`src/rtl/wb_rr_arbiter_if.sv`:
```
// Shared pipelined Wishbone bundle for the round-robin arbiter:
// initiator-side request/response lanes plus the single target port.
interface wb_rr_arbiter_if #(
  parameter int ITR_CNT    = 4,
  parameter int ADR_WIDTH  = 16,
  parameter int DAT_WIDTH  = 16,
  parameter int SEL_WIDTH  = 2,
  parameter int TGA_WIDTH  = 1,
  parameter int TGC_WIDTH  = 1,
  parameter int TGRD_WIDTH = 1,
  parameter int TGWD_WIDTH = 1
);
  logic [ITR_CNT-1:0] itr_cyc_i;
  logic [ITR_CNT-1:0] itr_stb_i;
  logic [ITR_CNT-1:0] itr_we_i;
  logic [ITR_CNT-1:0] itr_lock_i;
  logic [ITR_CNT-1:0][SEL_WIDTH-1:0]  itr_sel_i;
  logic [ITR_CNT-1:0][ADR_WIDTH-1:0]  itr_adr_i;
  logic [ITR_CNT-1:0][DAT_WIDTH-1:0]  itr_dat_i;
  logic [ITR_CNT-1:0][TGA_WIDTH-1:0]  itr_tga_i;
  logic [ITR_CNT-1:0][TGC_WIDTH-1:0]  itr_tgc_i;
  logic [ITR_CNT-1:0][TGWD_WIDTH-1:0] itr_tgd_i;

  logic [ITR_CNT-1:0]    itr_ack_o;
  logic [ITR_CNT-1:0]    itr_err_o;
  logic [ITR_CNT-1:0]    itr_rty_o;
  logic [ITR_CNT-1:0]    itr_stall_o;
  logic [DAT_WIDTH-1:0]  itr_dat_o;
  logic [TGRD_WIDTH-1:0] itr_tgd_o;

  logic                  tgt_cyc_o;
  logic                  tgt_stb_o;
  logic                  tgt_we_o;
  logic                  tgt_lock_o;
  logic [SEL_WIDTH-1:0]  tgt_sel_o;
  logic [ADR_WIDTH-1:0]  tgt_adr_o;
  logic [DAT_WIDTH-1:0]  tgt_dat_o;
  logic [TGA_WIDTH-1:0]  tgt_tga_o;
  logic [TGC_WIDTH-1:0]  tgt_tgc_o;
  logic [TGWD_WIDTH-1:0] tgt_tgd_o;

  logic                  tgt_ack_i;
  logic                  tgt_err_i;
  logic                  tgt_rty_i;
  logic                  tgt_stall_i;
  logic [DAT_WIDTH-1:0]  tgt_dat_i;
  logic [TGRD_WIDTH-1:0] tgt_tgd_i;

  logic [ITR_CNT-1:0]    gnt_o;

  modport master (
    input  itr_cyc_i, itr_stb_i, itr_we_i, itr_lock_i,
    input  itr_sel_i, itr_adr_i, itr_dat_i,
    input  itr_tga_i, itr_tgc_i, itr_tgd_i,
    output itr_ack_o, itr_err_o, itr_rty_o, itr_stall_o,
    output itr_dat_o, itr_tgd_o,
    output tgt_cyc_o, tgt_stb_o, tgt_we_o, tgt_lock_o,
    output tgt_sel_o, tgt_adr_o, tgt_dat_o,
    output tgt_tga_o, tgt_tgc_o, tgt_tgd_o,
    input  tgt_ack_i, tgt_err_i, tgt_rty_i, tgt_stall_i,
    input  tgt_dat_i, tgt_tgd_i,
    output gnt_o
  );

  modport slave (
    output itr_cyc_i, itr_stb_i, itr_we_i, itr_lock_i,
    output itr_sel_i, itr_adr_i, itr_dat_i,
    output itr_tga_i, itr_tgc_i, itr_tgd_i,
    input  itr_ack_o, itr_err_o, itr_rty_o, itr_stall_o,
    input  itr_dat_o, itr_tgd_o,
    input  tgt_cyc_o, tgt_stb_o, tgt_we_o, tgt_lock_o,
    input  tgt_sel_o, tgt_adr_o, tgt_dat_o,
    input  tgt_tga_o, tgt_tgc_o, tgt_tgd_o,
    output tgt_ack_i, tgt_err_i, tgt_rty_i, tgt_stall_i,
    output tgt_dat_i, tgt_tgd_i,
    input  gnt_o
  );
endinterface

```
`src/rtl/wb_rr_arbiter.sv`:
```
// Round-robin arbiter sharing one pipelined Wishbone target among
// ITR_CNT initiators, with lock hold and outstanding-request tracking.
module wb_rr_arbiter #(
  parameter int ITR_CNT    = 4,
  parameter int ADR_WIDTH  = 16,
  parameter int DAT_WIDTH  = 16,
  parameter int SEL_WIDTH  = 2,
  parameter int TGA_WIDTH  = 1,
  parameter int TGC_WIDTH  = 1,
  parameter int TGRD_WIDTH = 1,
  parameter int TGWD_WIDTH = 1,
  parameter int OCNT_WIDTH = 4
) (
  input  logic clk_i,
  input  logic async_rst_i,
  wb_rr_arbiter_if.master bus
);
  localparam int IW = (ITR_CNT > 1) ? $clog2(ITR_CNT) : 1;
  localparam logic [OCNT_WIDTH-1:0] OCNT_MAX = '1;
  localparam logic [ITR_CNT-1:0] ONE = ITR_CNT'(1);

  typedef enum logic {IDLE, GRANT} state_t;

  state_t                state;
  logic [ITR_CNT-1:0]    gnt_reg, gnt_nxt;
  logic [IW-1:0]         ptr_reg, ptr_nxt;
  logic [OCNT_WIDTH-1:0] ocnt_reg, ocnt_nxt;
  logic [IW-1:0]         g_idx, base, win_idx;
  logic                  win_vld;
  logic                  g_cyc, g_lock, ocnt_full;
  logic                  req, rsp;

  logic                  mux_stb, mux_we, mux_lock;
  logic [SEL_WIDTH-1:0]  mux_sel;
  logic [ADR_WIDTH-1:0]  mux_adr;
  logic [DAT_WIDTH-1:0]  mux_dat;
  logic [TGA_WIDTH-1:0]  mux_tga;
  logic [TGC_WIDTH-1:0]  mux_tgc;
  logic [TGWD_WIDTH-1:0] mux_tgd;

  assign state     = (|gnt_reg) ? GRANT : IDLE;
  assign g_cyc     = |(gnt_reg & bus.itr_cyc_i);
  assign g_lock    = |(gnt_reg & bus.itr_lock_i);
  assign ocnt_full = (ocnt_reg == OCNT_MAX);

  always_comb begin
    g_idx = '0;
    for (int n = 0; n < ITR_CNT; n++)
      if (gnt_reg[n]) g_idx = IW'(n);
  end

  // Search starts just past the current holder, or past the last
  // released grant when idle.
  always_comb begin
    win_vld = 1'b0;
    win_idx = '0;
    base    = (state == GRANT) ? g_idx : ptr_reg;
    for (int k = 1; k <= ITR_CNT; k++) begin
      if (!win_vld &&
          bus.itr_cyc_i[IW'((int'(base) + k) % ITR_CNT)]) begin
        win_vld = 1'b1;
        win_idx = IW'((int'(base) + k) % ITR_CNT);
      end
    end
  end

  always_comb begin
    gnt_nxt = gnt_reg;
    ptr_nxt = ptr_reg;
    unique case (state)
      IDLE: begin
        if (win_vld) gnt_nxt = ONE << win_idx;
      end
      GRANT: begin
        if (!(g_cyc || g_lock)) begin
          ptr_nxt = g_idx;
          gnt_nxt = win_vld ? (ONE << win_idx) : '0;
        end
      end
      default: ;
    endcase
  end

  always_comb begin
    mux_stb  = 1'b0;
    mux_we   = 1'b0;
    mux_lock = 1'b0;
    mux_sel  = '0;
    mux_adr  = '0;
    mux_dat  = '0;
    mux_tga  = '0;
    mux_tgc  = '0;
    mux_tgd  = '0;
    for (int n = 0; n < ITR_CNT; n++) begin
      mux_stb  |= gnt_reg[n] & bus.itr_stb_i[n];
      mux_we   |= gnt_reg[n] & bus.itr_we_i[n];
      mux_lock |= gnt_reg[n] & bus.itr_lock_i[n];
      mux_sel  |= {SEL_WIDTH{gnt_reg[n]}} & bus.itr_sel_i[n];
      mux_adr  |= {ADR_WIDTH{gnt_reg[n]}} & bus.itr_adr_i[n];
      mux_dat  |= {DAT_WIDTH{gnt_reg[n]}} & bus.itr_dat_i[n];
      mux_tga  |= {TGA_WIDTH{gnt_reg[n]}} & bus.itr_tga_i[n];
      mux_tgc  |= {TGC_WIDTH{gnt_reg[n]}} & bus.itr_tgc_i[n];
      mux_tgd  |= {TGWD_WIDTH{gnt_reg[n]}} & bus.itr_tgd_i[n];
    end
  end

  assign bus.tgt_cyc_o  = g_cyc;
  assign bus.tgt_stb_o  = mux_stb & ~ocnt_full;
  assign bus.tgt_we_o   = mux_we;
  assign bus.tgt_lock_o = mux_lock;
  assign bus.tgt_sel_o  = mux_sel;
  assign bus.tgt_adr_o  = mux_adr;
  assign bus.tgt_dat_o  = mux_dat;
  assign bus.tgt_tga_o  = mux_tga;
  assign bus.tgt_tgc_o  = mux_tgc;
  assign bus.tgt_tgd_o  = mux_tgd;

  assign bus.itr_stall_o = ~gnt_reg |
    (gnt_reg & {ITR_CNT{bus.tgt_stall_i | ocnt_full}});
  assign bus.itr_ack_o = gnt_reg & {ITR_CNT{bus.tgt_ack_i}};
  assign bus.itr_err_o = gnt_reg & {ITR_CNT{bus.tgt_err_i}};
  assign bus.itr_rty_o = gnt_reg & {ITR_CNT{bus.tgt_rty_i}};
  assign bus.itr_dat_o = bus.tgt_dat_i;
  assign bus.itr_tgd_o = bus.tgt_tgd_i;
  assign bus.gnt_o     = gnt_reg;

  assign req = bus.tgt_cyc_o & bus.tgt_stb_o & ~bus.tgt_stall_i;
  assign rsp = bus.tgt_ack_i | bus.tgt_err_i | bus.tgt_rty_i;

  // A dropped cycle aborts whatever was still in flight.
  always_comb begin
    ocnt_nxt = ocnt_reg;
    if (!g_cyc)
      ocnt_nxt = '0;
    else if (req && !rsp)
      ocnt_nxt = ocnt_reg + 1'b1;
    else if (rsp && !req && ocnt_reg != '0)
      ocnt_nxt = ocnt_reg - 1'b1;
  end

  always_ff @(posedge clk_i or posedge async_rst_i) begin
    if (async_rst_i) begin
      gnt_reg  <= '0;
      ptr_reg  <= IW'(ITR_CNT - 1);
      ocnt_reg <= '0;
    end else begin
      gnt_reg  <= gnt_nxt;
      ptr_reg  <= ptr_nxt;
      ocnt_reg <= ocnt_nxt;
    end
  end
endmodule
```
`src/flat_wrapper.sv`:
```
// flat-port wrapper written by rule: the top's interface ports become plain ports
module wb_rr_arbiter_flat 
#(
  parameter int ITR_CNT    = 4,
  parameter int ADR_WIDTH  = 16,
  parameter int DAT_WIDTH  = 16,
  parameter int SEL_WIDTH  = 2,
  parameter int TGA_WIDTH  = 1,
  parameter int TGC_WIDTH  = 1,
  parameter int TGRD_WIDTH = 1,
  parameter int TGWD_WIDTH = 1,
  parameter int OCNT_WIDTH = 4
)
  (clk_i, async_rst_i, bus_itr_cyc_i, bus_itr_stb_i, bus_itr_we_i, bus_itr_lock_i, bus_itr_sel_i, bus_itr_adr_i, bus_itr_dat_i, bus_itr_tga_i, bus_itr_tgc_i, bus_itr_tgd_i, bus_itr_ack_o, bus_itr_err_o, bus_itr_rty_o, bus_itr_stall_o, bus_itr_dat_o, bus_itr_tgd_o, bus_tgt_cyc_o, bus_tgt_stb_o, bus_tgt_we_o, bus_tgt_lock_o, bus_tgt_sel_o, bus_tgt_adr_o, bus_tgt_dat_o, bus_tgt_tga_o, bus_tgt_tgc_o, bus_tgt_tgd_o, bus_tgt_ack_i, bus_tgt_err_i, bus_tgt_rty_i, bus_tgt_stall_i, bus_tgt_dat_i, bus_tgt_tgd_i, bus_gnt_o);
  wb_rr_arbiter_if #(.ITR_CNT(ITR_CNT), .ADR_WIDTH(ADR_WIDTH), .DAT_WIDTH(DAT_WIDTH), .SEL_WIDTH(SEL_WIDTH), .TGA_WIDTH(TGA_WIDTH), .TGC_WIDTH(TGC_WIDTH), .TGRD_WIDTH(TGRD_WIDTH), .TGWD_WIDTH(TGWD_WIDTH)) bus_i ();
  input  logic clk_i;
  input  logic async_rst_i;
  input wire logic [$bits(bus_i.itr_cyc_i)-1:0] bus_itr_cyc_i;
  input wire logic [$bits(bus_i.itr_stb_i)-1:0] bus_itr_stb_i;
  input wire logic [$bits(bus_i.itr_we_i)-1:0] bus_itr_we_i;
  input wire logic [$bits(bus_i.itr_lock_i)-1:0] bus_itr_lock_i;
  input wire logic [$bits(bus_i.itr_sel_i)-1:0] bus_itr_sel_i;
  input wire logic [$bits(bus_i.itr_adr_i)-1:0] bus_itr_adr_i;
  input wire logic [$bits(bus_i.itr_dat_i)-1:0] bus_itr_dat_i;
  input wire logic [$bits(bus_i.itr_tga_i)-1:0] bus_itr_tga_i;
  input wire logic [$bits(bus_i.itr_tgc_i)-1:0] bus_itr_tgc_i;
  input wire logic [$bits(bus_i.itr_tgd_i)-1:0] bus_itr_tgd_i;
  output wire logic [$bits(bus_i.itr_ack_o)-1:0] bus_itr_ack_o;
  output wire logic [$bits(bus_i.itr_err_o)-1:0] bus_itr_err_o;
  output wire logic [$bits(bus_i.itr_rty_o)-1:0] bus_itr_rty_o;
  output wire logic [$bits(bus_i.itr_stall_o)-1:0] bus_itr_stall_o;
  output wire logic [$bits(bus_i.itr_dat_o)-1:0] bus_itr_dat_o;
  output wire logic [$bits(bus_i.itr_tgd_o)-1:0] bus_itr_tgd_o;
  output wire logic [$bits(bus_i.tgt_cyc_o)-1:0] bus_tgt_cyc_o;
  output wire logic [$bits(bus_i.tgt_stb_o)-1:0] bus_tgt_stb_o;
  output wire logic [$bits(bus_i.tgt_we_o)-1:0] bus_tgt_we_o;
  output wire logic [$bits(bus_i.tgt_lock_o)-1:0] bus_tgt_lock_o;
  output wire logic [$bits(bus_i.tgt_sel_o)-1:0] bus_tgt_sel_o;
  output wire logic [$bits(bus_i.tgt_adr_o)-1:0] bus_tgt_adr_o;
  output wire logic [$bits(bus_i.tgt_dat_o)-1:0] bus_tgt_dat_o;
  output wire logic [$bits(bus_i.tgt_tga_o)-1:0] bus_tgt_tga_o;
  output wire logic [$bits(bus_i.tgt_tgc_o)-1:0] bus_tgt_tgc_o;
  output wire logic [$bits(bus_i.tgt_tgd_o)-1:0] bus_tgt_tgd_o;
  input wire logic [$bits(bus_i.tgt_ack_i)-1:0] bus_tgt_ack_i;
  input wire logic [$bits(bus_i.tgt_err_i)-1:0] bus_tgt_err_i;
  input wire logic [$bits(bus_i.tgt_rty_i)-1:0] bus_tgt_rty_i;
  input wire logic [$bits(bus_i.tgt_stall_i)-1:0] bus_tgt_stall_i;
  input wire logic [$bits(bus_i.tgt_dat_i)-1:0] bus_tgt_dat_i;
  input wire logic [$bits(bus_i.tgt_tgd_i)-1:0] bus_tgt_tgd_i;
  output wire logic [$bits(bus_i.gnt_o)-1:0] bus_gnt_o;
  assign bus_i.itr_cyc_i = bus_itr_cyc_i;
  assign bus_i.itr_stb_i = bus_itr_stb_i;
  assign bus_i.itr_we_i = bus_itr_we_i;
  assign bus_i.itr_lock_i = bus_itr_lock_i;
  assign bus_i.itr_sel_i = bus_itr_sel_i;
  assign bus_i.itr_adr_i = bus_itr_adr_i;
  assign bus_i.itr_dat_i = bus_itr_dat_i;
  assign bus_i.itr_tga_i = bus_itr_tga_i;
  assign bus_i.itr_tgc_i = bus_itr_tgc_i;
  assign bus_i.itr_tgd_i = bus_itr_tgd_i;
  assign bus_itr_ack_o = bus_i.itr_ack_o;
  assign bus_itr_err_o = bus_i.itr_err_o;
  assign bus_itr_rty_o = bus_i.itr_rty_o;
  assign bus_itr_stall_o = bus_i.itr_stall_o;
  assign bus_itr_dat_o = bus_i.itr_dat_o;
  assign bus_itr_tgd_o = bus_i.itr_tgd_o;
  assign bus_tgt_cyc_o = bus_i.tgt_cyc_o;
  assign bus_tgt_stb_o = bus_i.tgt_stb_o;
  assign bus_tgt_we_o = bus_i.tgt_we_o;
  assign bus_tgt_lock_o = bus_i.tgt_lock_o;
  assign bus_tgt_sel_o = bus_i.tgt_sel_o;
  assign bus_tgt_adr_o = bus_i.tgt_adr_o;
  assign bus_tgt_dat_o = bus_i.tgt_dat_o;
  assign bus_tgt_tga_o = bus_i.tgt_tga_o;
  assign bus_tgt_tgc_o = bus_i.tgt_tgc_o;
  assign bus_tgt_tgd_o = bus_i.tgt_tgd_o;
  assign bus_i.tgt_ack_i = bus_tgt_ack_i;
  assign bus_i.tgt_err_i = bus_tgt_err_i;
  assign bus_i.tgt_rty_i = bus_tgt_rty_i;
  assign bus_i.tgt_stall_i = bus_tgt_stall_i;
  assign bus_i.tgt_dat_i = bus_tgt_dat_i;
  assign bus_i.tgt_tgd_i = bus_tgt_tgd_i;
  assign bus_gnt_o = bus_i.gnt_o;
  wb_rr_arbiter #(.ITR_CNT(ITR_CNT), .ADR_WIDTH(ADR_WIDTH), .DAT_WIDTH(DAT_WIDTH), .SEL_WIDTH(SEL_WIDTH), .TGA_WIDTH(TGA_WIDTH), .TGC_WIDTH(TGC_WIDTH), .TGRD_WIDTH(TGRD_WIDTH), .TGWD_WIDTH(TGWD_WIDTH), .OCNT_WIDTH(OCNT_WIDTH)) u_core (.clk_i(clk_i), .async_rst_i(async_rst_i), .bus(bus_i));
endmodule
```
`config.mk`:
```
export PLATFORM = sky130hd
export DESIGN_NAME = wb_rr_arbiter_flat
export DESIGN_NICKNAME = d
export VERILOG_FILES = /design/src/rtl/wb_rr_arbiter_if.sv /design/src/rtl/wb_rr_arbiter.sv /design/src/flat_wrapper.sv
export SDC_FILE = /design/constraint.sdc
export NUM_CORES = 1
export LEC_CHECK = 0
export CORE_AREA = 2 2 102 104
export DETAILED_ROUTE_END_ITERATION = 16
export DIE_AREA = 0 0 104 106
export GPL_TIMING_DRIVEN = 1
export PLACE_DENSITY = 0.68
export SLEW_MARGIN = 20
export SYNTH_ARGS = -nofsm -noshare
export SYNTH_HDL_FRONTEND = slang
export SYNTH_SLANG_ARGS = --single-unit
```
`constraint.sdc`:
```
create_clock -name clk_i -period 2.4 [get_ports clk_i]
set_input_delay 0.24 -clock clk_i [delete_from_list [all_inputs] [get_ports clk_i]]
set_output_delay 0.24 -clock clk_i [all_outputs]
set_load 0.005 [all_outputs]
```
==> run_1/layer_met1.png <==
Drawn at 4 px/um. Supply wires on this layer in gray.
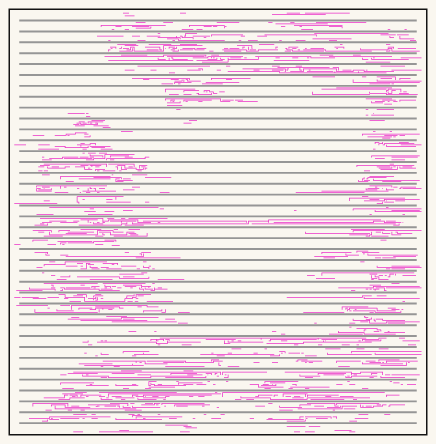
share of all routed wire: 43%
nets with wire on the layer: 563
longest straight run: 51.5 um
wire length on this layer: 4280 um
main direction: horizontal
Total Wirelength: 9.96 mm
count of vias placed by the detailed router: 2849
global-route track usage on met1: 21.7%

==> run_1/wires.png <==
Drawn at 4 px/um. Two of the layers only.
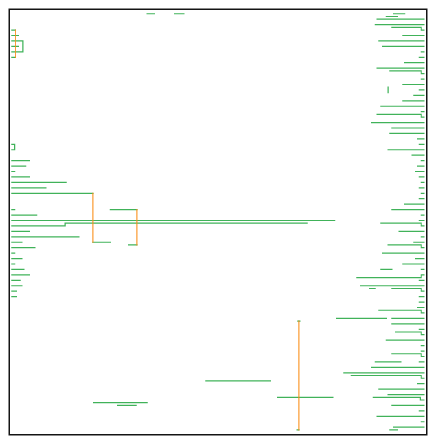
legend:
  metal 3:
    color: green
    wire_length: 843 um
  metal 4:
    color: orange
    wire_length: 55.1 um
Total Routing Usage GR: 17.4%
routed len/inst: 16.4 um

==> reports/writeup.txt, run 1 <==
The layout cell share with drive strength beyond 1 was 8.47%. The endpoint of the worst register-to-register path is u_core.ocnt_reg[3]. The die is 104 um wide. The most used flip-flop cell after synthesis is sky130_fd_sc_hd__dfrtp_1. Endpoints with negative setup slack in the final report add up to 0. Across all register-to-register paths, the minimum setup slack is 0.20 ns. The logic depth of the worst setup path including buffers was 5.

The logs give 265 for the number of placed I/O pins and 0 for the number of antenna violations at the first check in global routing. Clock tree synthesis selected as its root buffer the cell sky130_fd_sc_hd__clkbuf_8. Combinational logic burns 83.7% of the power. The power in sequential cells is 0.356 mW. Post-synthesis sequential area ratio: 14.0%. Setup slack on the critical path of the routed design comes to 0.106 ns. Counting pins that exceed their max-slew limit in the final report gives 0. With the cell count after placement at 604, the HPWL after detailed placement is 8.00 mm. The run reported a max-capacitance violation count of 0.

Per the synth log, the flip-flop and latch total comes to 10. The analysis attributes to cell leakage a power of 1.71 nW. Switching power as a fraction of the total was reported as 42.0%.

The number of standard-cell rows in the floorplan was 37; the post-synthesis cell type count was 44. After clock tree synthesis, the repair step resized 0 gates. The flow ran to the end, and the final reports show no timing, DRC or antenna violations.

Before CTS, the worst setup slack after placement is -0.0773 ns. In this design, the stage delay of the slowest critical-path cell is 0.51 ns. Warnings reported by Yosys during synthesis add up to 0.

For the placed standard-cell area, the log shows 4230 sq um. Per STA, the library cell used most along the worst path is sky130_fd_sc_hd__buf_4. The post-route fraction of the period consumed by the critical path works out to 95.6%. The number of nets still failing antenna checks after routing is 0, and the first-pass detailed-route iteration total is 5. In this run the power density over the cells is 802 nW/um^2. The critical path in this run is classified as reg2out. The worst setup path is captured at an output pin. Via count normalized by instance count: 4.69. After routing the design area is 4290 sq um. The script parses the final routing iteration and logs DRC violations as 0. Share of flip-flops with an asynchronous set or reset: 100%. The tightest hold path in the finished design has a slack of 0.277 ns.

The worst-case IR drop observed on VDD is 0.627 mV. For this design, the CTS-stage hold fixing added 0 buffers. The script extracted a net switching power of 1.45 mW.

Per the OpenROAD floorplan log, the area of the core is 10000 sq um. Per STA, the endpoint of the critical path is bus_tgt_tga_o. The run gives 3 as the number of buffers added by the clock tree synthesis step.

The tally of non-filler cells in the final layout is 608, and the minimum clock period after layout is 2.29 ns.
==> run_1/detail.png <==
Region (37, 59) to (67, 89) um. Cells in gray, sequential cells in the stronger gray; small squares are vias.
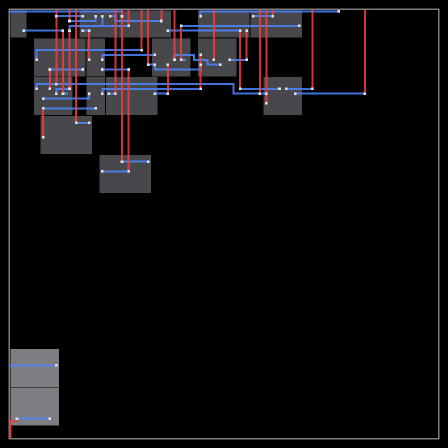
legend:
  metal 1:
    color: blue
  metal 2:
    color: red
sequential cells in the window: 0
most frequent: clkdlybuf4s50_1 (7), a22oi_1 (5), nand2_1 (2)
cells with their middle in the window: 14

-- run 1: logic make-up (layout without fill, tap and decap cells) --
| group | Yosys count | count (layout) | synth area share, % |
|---|---|---|---|
| adder cells (fa/ha/maj) | 3 | 3 | 2.50 |
| flip-flops | 10 | 10 | 14.0 |
| multiplexers | 3 | 3 | 2.15 |
| buffers and inverters | 44 | 261 | 13.0 |
| AND-OR/OR-AND | 109 | 109 | 46.0 |
| AND/OR/NAND/NOR | 84 | 84 | 21.4 |
| XOR/XNOR | 2 | 2 | 0.971 |
-- run 1: final cells by class --
type | instances | area [sq um] | share of cell area (%)
repair buffers | 251 | 2460 | 57.4
multi-input cells | 201 | 1320 | 30.8
flip-flops and latches | 10 | 258 | 6.01
well taps | 136 | 170 | 3.97
clock buffers | 4 | 55.1 | 1.28
inverters | 6 | 22.5 | 0.525
-- run 1: synthesized netlist by cell type, drive strengths merged, types with 2 or more instances --
library cell	number	area [sq um]
dfstp	2	52.6
and2	13	81.3
mux2i	2	23.8
nand2b	2	12.5
a41oi	2	25.0
nor2	8	32.5
a21oi	3	15.0
a22o	2	17.5
nor3	2	10.0
a21o	3	22.5
nand2	48	180
a22oi	80	601
dfrtp	8	200
ha	2	25.0
clkbuf	10	37.5
a211oi	3	22.5
o31ai	7	52.6
o21ai	4	23.8
nand3	5	30.0
buf	28	175
inv	6	22.5
-- run 1: layer usage --
layer / track usage, % / part of all wire [%] / wire (um)
met5: 0 / 0 / 0
met4: 2.22 / 0.55 / 55
met3: 5.03 / 8.5 / 842
met2: 30.6 / 48 / 4780
met1: 21.7 / 43 / 4280
## Run 2: what changed since run 1
- SETUP_SLACK_MARGIN: default -> 0.4
==> run_2/detail.png <==
Region (37, 59) to (67, 89) um. Cells in gray, sequential cells in the stronger gray; small squares are vias.
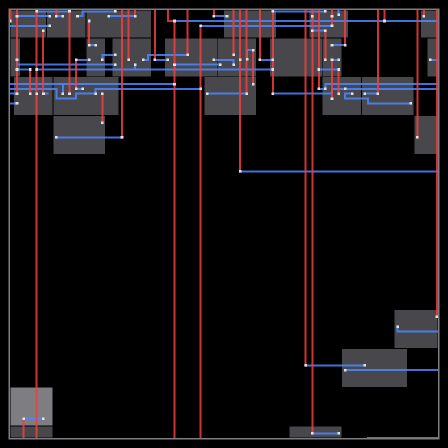
legend:
  metal 2:
    color: red
  metal 1:
    color: blue
most frequent: clkdlybuf4s50_1 (8), a22oi_1 (6)
sequential cells in the window: 0
cells with their middle in the window: 19

==> run_2/congestion.png <==
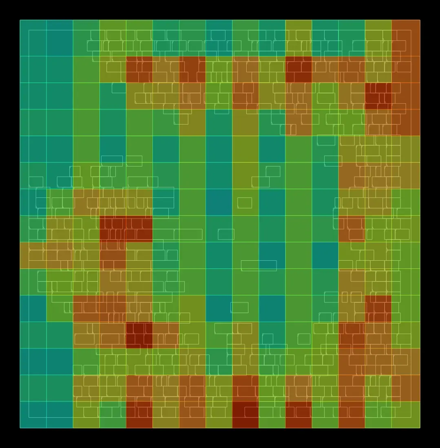
routed len/inst: 17.2 um
met2 usage in global routing: 30.8%
most used routing layer in global routing: met2
global-route track usage on met1: 21.5%

==> run 2 against run 1 <==
  * Worst setup slack better by 0.21 ns
  * Non-clock buffer count is 9 higher
  * Largest power group unchanged
  * Die area stayed put
  * Largest cell class unchanged
  * Sequential power is 4% higher
  * Critical endpoint is now u_core.ocnt_reg[3]
  * Highest routed layer unchanged
  * Wire length is 6.4% higher
==> reports/writeup.txt, run 2 <==
For the area of all placed cells without fillers, the log shows 4640 sq um (was 4290 sq um). The areal power density over the cells came out at 790 nW/um^2 (was 802 nW/um^2). The most used cell along the critical path is sky130_fd_sc_hd__a21o_1 (was sky130_fd_sc_hd__buf_4). The capture point of the critical path is u_core.ocnt_reg[3] (was bus_tgt_tga_o). The run gives 0 (unchanged) for the number of slew-limit violations in the final report. The first-pass detailed-route iteration total was 4 (was 5); the combinational group share of total power was 83.9% (was 83.7%). The final wirelength was 10.6 mm (was 9.96 mm). Most used standard cells in the synthesized netlist: sky130_fd_sc_hd__a22oi_1 (80), sky130_fd_sc_hd__nand2_1 (48), sky130_fd_sc_hd__buf_4 (17) (unchanged). The total area of sequential cells was 258 sq um (unchanged); the switching power summed over all nets was 1.56 mW (was 1.45 mW). The flip-flop and latch count is 10 (unchanged), and the proportion of total power due to net switching is 42.5% (was 42.0%).

HPWL after detailed placement: 7.86 mm (was 8.00 mm). The critical path's largest stage delay is 0.43 ns (was 0.51 ns), and the number of placed I/O pins is 265 (unchanged). Area-dominant cell class after layout: buffers (unchanged). Logic depth of the worst setup path including buffers: 8 (was 5).

The run gives 4.85 (was 4.69) for the via count normalized by instance count. With the number of clock buffers in the layout at 4 (unchanged), the share of the final layout cell area in sequential cells is 5.55% (was 6.01%). The minimum clock period after layout works out to 2.08 ns (was 2.29 ns). The number of standard-cell rows in the floorplan is 37 (unchanged), and the number of nets still failing antenna checks after routing is 0 (unchanged). The run gives 0 (unchanged) for the setup-violating endpoint count in the final report. Most area-consuming cells after synthesis: sky130_fd_sc_hd__a22oi_1 (33%), sky130_fd_sc_hd__dfrtp_1 (11%), sky130_fd_sc_hd__nand2_1 (10%) (unchanged). The flow ran to the end, and the final reports show no timing, DRC or antenna violations.

The run gives 0.269 ns (was 0.277 ns) for the final hold slack. The run gives 14.0% (unchanged) for the post-synthesis sequential area ratio. The category of the critical setup timing path is reg2reg (was reg2out). The final critical-path setup slack is 0.316 ns (was 0.106 ns).

The most used flip-flop cell after synthesis was sky130_fd_sc_hd__dfrtp_1 (unchanged). The tools report the sort of element at the end of the critical path as a register (was an output pin). The placed standard-cell area came out at 4200 sq um (was 4230 sq um).

The post-synthesis register bit count was 10 (unchanged). The count of unresolved DRC violations after routing is 0 (unchanged), and the layout cell share with drive strength beyond 1 is 16.2% (was 8.47%). The run gives 136 (unchanged) as the tap cell instance count.

With the worst reg-to-reg setup slack at 0.32 ns (was 0.20 ns), the number of ordinary inverters in the final layout is 6 (unchanged). The number of buffers added by the clock tree synthesis step was 3 (unchanged). The multi-input logic portion of the cell area was 31.7% (was 30.8%); the final-layout clock-cell area share was 1.19% (was 1.28%).

The static leakage came out at 2.15 nW (was 1.71 nW). The via count of the routed design is 2990 (was 2849). The share of flip-flops with an asynchronous set or reset was 100% (unchanged). The tools report the total track usage as 17.4% (about the same). The tally of non-filler cells in the final layout is 617 (was 608). The tools report the number of antenna violations at the first check in global routing as 0 (unchanged).
## run 2: cell counts after synthesis
Identical to the previous run, type by type.
## run 2: cell families (layout without fill, tap and decap cells)
kind of cell / after synthesis / after routing / share of synthesized area, %
mux: 3 / 3 / 2.15
buf+inv: 44 / 270 / 13.0
simple gates: 84 / 84 / 21.4
fa+ha+maj: 3 / 3 / 2.50
flops: 10 / 10 / 14.0
compound gates: 109 / 109 / 46.0
xor+xnor: 2 / 2 / 0.971
## run 2: repair_timing
action,in CTS,in global routing
setup endpoints to repair,53,44
buffers inserted,9,3
hold buffers,0,0
gates cloned,0,2
pin swaps,5,5
endpoints found under the hold margin,0,0
gates resized,17,57
## run 2: worst min-delay path by stage
stage	to	slack, ns	depth (start not counted)
after global routing	u_core.ocnt_reg[0]	0.30	2
after detailed placement	bus_itr_dat_o[0]	0.48	0
after global placement	bus_itr_dat_o[0]	0.48	0
final	u_core.ocnt_reg[0]	0.27	2
after floorplan	u_core.bus.gnt_o[0]	0.08	1
after CTS	u_core.ocnt_reg[0]	0.27	2
## run 2: metal layers
metal	vias to the layer above	share of wire, %	GRT usage [%]
li1	1411	-	-
met4	0	1.4	3.38
met3	16	7.1	4.29
met2	143	50	30.8
met1	1420	41	21.5
met5	-	0	0
## run 2: power groups by stage
| stage | logic, mW | clock network [mW] | registers [mW] |
|---|---|---|---|
| 5_1_grt | 3.30 | 0.233 | 0.381 |
| 3_3_place_gp | 2.79 | 0 | 0.377 |
| 6_report | 3.08 | 0.220 | 0.369 |
| 4_1_cts | 2.95 | 0.224 | 0.367 |
| 2_1_floorplan | 1.38 | 0 | 0.325 |
| 3_5_place_dp | 2.81 | 0 | 0.377 |
No activity file was given, so power comes from the tool's default toggle rates.
